==> config.mk <==
export PLATFORM = sky130hd
export DESIGN_NAME = vu_bar_display
export DESIGN_NICKNAME = d
export VERILOG_FILES = /design/src/rtl/vu_bar_display.sv
export SDC_FILE = /design/constraint.sdc
export NUM_CORES = 1
export LEC_CHECK = 0
export CORE_MARGIN = 2
export CORE_UTILIZATION = 56
export DETAILED_ROUTE_END_ITERATION = 12
export PLACE_DENSITY = 0.79
export SETUP_SLACK_MARGIN = 0.3
export SKIP_LAST_GASP = 1
export SYNTH_ARGS = -nofsm -noshare
export SYNTH_HDL_FRONTEND = slang
export SYNTH_SLANG_ARGS = --single-unit
==> constraint.sdc <==
create_clock -name clk -period 3.8 [get_ports clk]
set_input_delay 0.57 -clock clk [delete_from_list [all_inputs] [get_ports clk]]
set_output_delay 0.57 -clock clk [all_outputs]
set_load 0.1 [all_outputs]
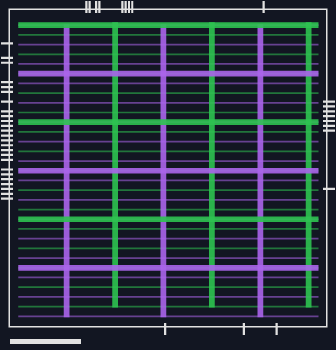
(power grid)
Scale bar: 20 um. Pins as bars on the die edge.
[purple] VSS
[green] VDD
rows: 30
met5 straps: 6
met1 rails: 31
signal pins: 45
die height: 88.6 um
worst vdd ir: 0.237 mV
Core Region: 6870 um2
die width: 88.6 um

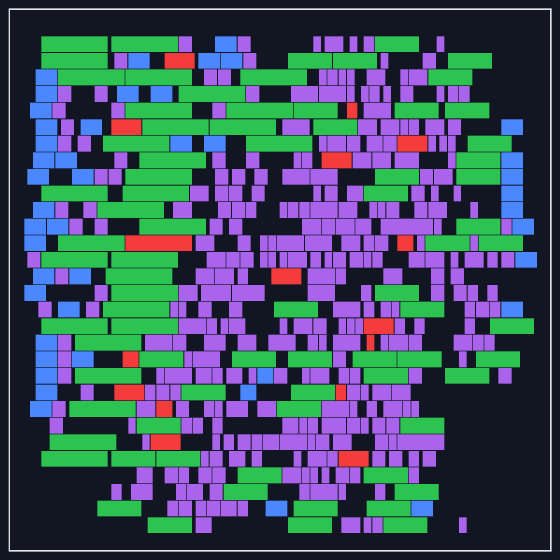
(placement by cell class)
[red] clock drivers and dummy loads | cells: 16 | share of their area: 4.2%
[blue] remaining buffers and delay cells | cells: 44 | share of their area: 9.6%
[green] registers | cells: 78 | share of their area: 42%
[purple] remaining logic cells | cells: 311 | share of their area: 45%
Finished Cell Area: 4640 um2
sequential share of cell area: 40.6%
Finished Core Util: 67.5%

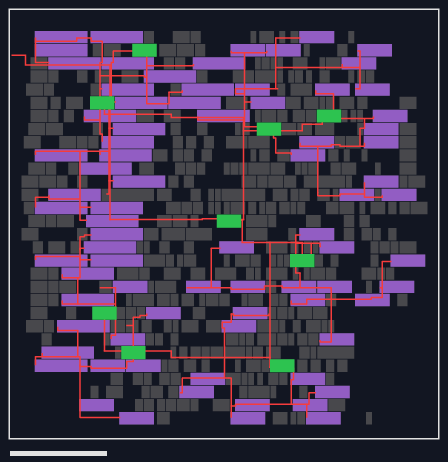
(clock distribution)
Scale bar: 20 um.
[red] clock wires | length: 921 um
[purple] flip-flops | count: 78
[green] clock-net drivers | count: 9
flops lie: spread over the die
Clk pwr share: 38.1%
power in the clock group: 0.603 mW
Worst-Skew Late Latency: 0.36 ns

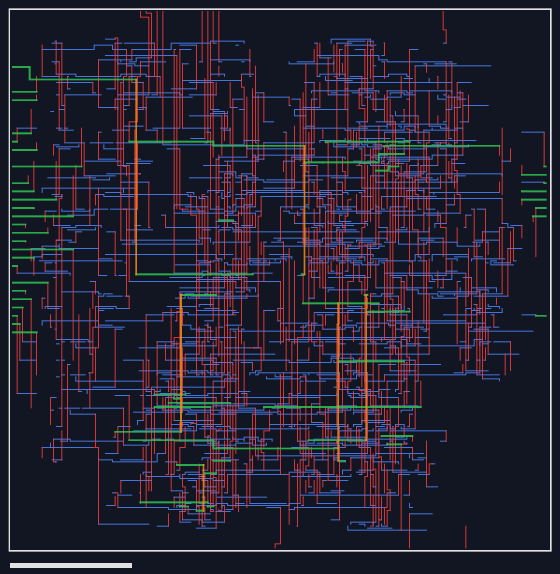
(routed metal, one color a layer)
Scale bar: 20 um.
[red] M2 | wire length: 4050 um
[blue] M1 | wire length: 3500 um
[orange] M4 | wire length: 133 um
[green] M3 | wire length: 416 um
via count: 3093
Post-Route WL: 8100 um
wire per inst: 14.9 um
GRT Util Overall: 22.1%

==> ci_impl_report.md <==
## Implementation flow summary

| Metric | Value |
|---|---|
| Outcome | finished clean |
| Async SR Flop Fraction | 0% |
| Hold path depth | 1 |
| Via-to-Cell Ratio | around 5.7 |
| Buffers on Ports | approximately 42 |
| Row count | 30 |
| Non-Filler Instances | roughly 550 |
| Synth top cells by count | dfxtp_1, and2_1, edfxtp_1 |
| Fill cells | between 500 and 600 |
| Int Power | between 1 and 1.5 mW |
| Mean Syn Cell Area | 9.67 um2 |
| FF+latch count, synth | just under 80 |
| Net count reported at finish | slightly below 500 |
| Slew Limit Fails | 0 |
| Sequential fraction of design power | 56.1% |
| Fin Setup TNS | 0 ns |
| Metal-1 WL | ~3500 um |
| Combinational group share of total power | around 5.8% |
| Met1 usage | between 20% and 30% |
| Post-route ant nets | 0 |
| EDFF count, synth | 32 |
| CTS tree | yes |
| Top cell family by delay on the critical path | simple AND/OR/NAND/NOR gates |
| Die Footprint | approximately 7800 um2 |
| Worst-case reg-to-reg path depth | 14 |
| Yosys warning total | 0 |
| Startpoint Class | register |
| Detailed placer's ending HPWL | approximately 6000 um |
| Routed wl met2 | ~4100 um |
| Placed insts | roughly 530 |
| WP data required | 4.02 ns |
| Signal buffers | between 40 and 50 |
| Min Tclk post-route | between 3 and 4 ns |
| # setup viols final | 0 |
| Vias in the first global route | between 2000 and 3000 |
| Top_reg_cell synth | dfxtp_1 |
| First-pass GRT wire length | 13200 um |
| Sw Pwr | around 0.36 mW |
| Yosys stat cell total | approximately 410 |
| Met3 Use GR | 6.44% |
| Cells after Synth | about 410 |
| Crit path capture type | register |
| # Taps | about 96 |
| Grt total ovfl | 0 |
| Log Warnings | 33 |
| Tcrit/Tclk final | a little over four fifths |
| DR pass1 iterations | 4 |
| Sequential Power | about 0.9 mW |
| Hold Buf Count CTS | 0 |
| Max_slew headroom | between 30% and 40% |
| Main area contributors | edfxtp_1, dfxtp_1, ha_1 |
| Seq_cells | ~78 |
| Storage cell area | ~1900 um2 |
| Worst-margin pin slew | approximately 0.96 ns |
| Reg clk slew, reported paths | ~0.08 ns |
| Endpoints failing hold | 0 |
| Final Skew | 0.0102 ns |
| Layout area overhead | 15.8% |
| Buffer share of cell area | a little under a tenth |
| Clkbuf count | 10 |
| Hold Crit Class | register to register |
| CTS Root Cell | clkbuf_8 |
| Top-level I/O count | roughly 45 |
| Biggest Area Class | combinational gates |
| Grt met2 use | between 30 and 40% |
| Clk sinks | approximately 78 |
| Critical Path AT | roughly 3.4 ns |
| GPL Wtd Cong | roughly 0.84 |
| Mapped cell area | roughly 4000 um2 |
| Number of antenna violations at the first check in global routing | 0 |
| Postcts setup bufs | 0 |
| Count leader, synth | dfxtp_1 |
| Cell mode on critical path | ha_1 |
| H-tree depth | 3 |
| Achievable frequency | approximately 0.31 GHz |
| Critical Path, Cell by Cell | inv_1 > ha_1 > or2_2 > a221oi_2 > or2_2 > nor2_1 > ha_1 > xnor2_1 > ha_1 > nand4b_1 > nor4_2 > o41ai_1 > o2111ai_1 > a211oi_1 |
| Largest stage delay on the critical path | slightly above 0.4 ns |
| Slowest CP cell | dfxtp_1 |
| Initial drt markers | 146 |
| N_diodes | 0 |
| Cts repair resizes | 0 |
| Unrepaired setup endpoints after global routing | no |
| Placed cell areas | 4430 um2 |
| Fraction of area in multi-input gates | a little over two fifths |
| Clock-cell share | a little over 4% |
[metrics by stage]
step	hold WS, ns	util, %	total power [mW]	setup slack, ns
CTS	0.477	67.2	1.59	0.413
global placement	0.446	64.4	0.997	0.650
finish	0.472	67.5	1.58	0.616
floorplan	0.430	-	0.954	0.766
global route	0.513	67.5	1.64	0.366
detailed placement	0.458	64.4	1.00	0.490
[kinds of logic after synthesis]
kind of cell | after synthesis | synth area share, %
XOR/XNOR | 23 | 5.03
AND-OR/OR-AND | 63 | 9.90
buffers and inverters | 40 | 4.87
adder cells (fa/ha/maj) | 19 | 5.94
flip-flops | 78 | 47.0
AND/OR/NAND/NOR | 190 | 27.2
other | 1 | 0.0936
Power is estimated from default activity; no workload was simulated.
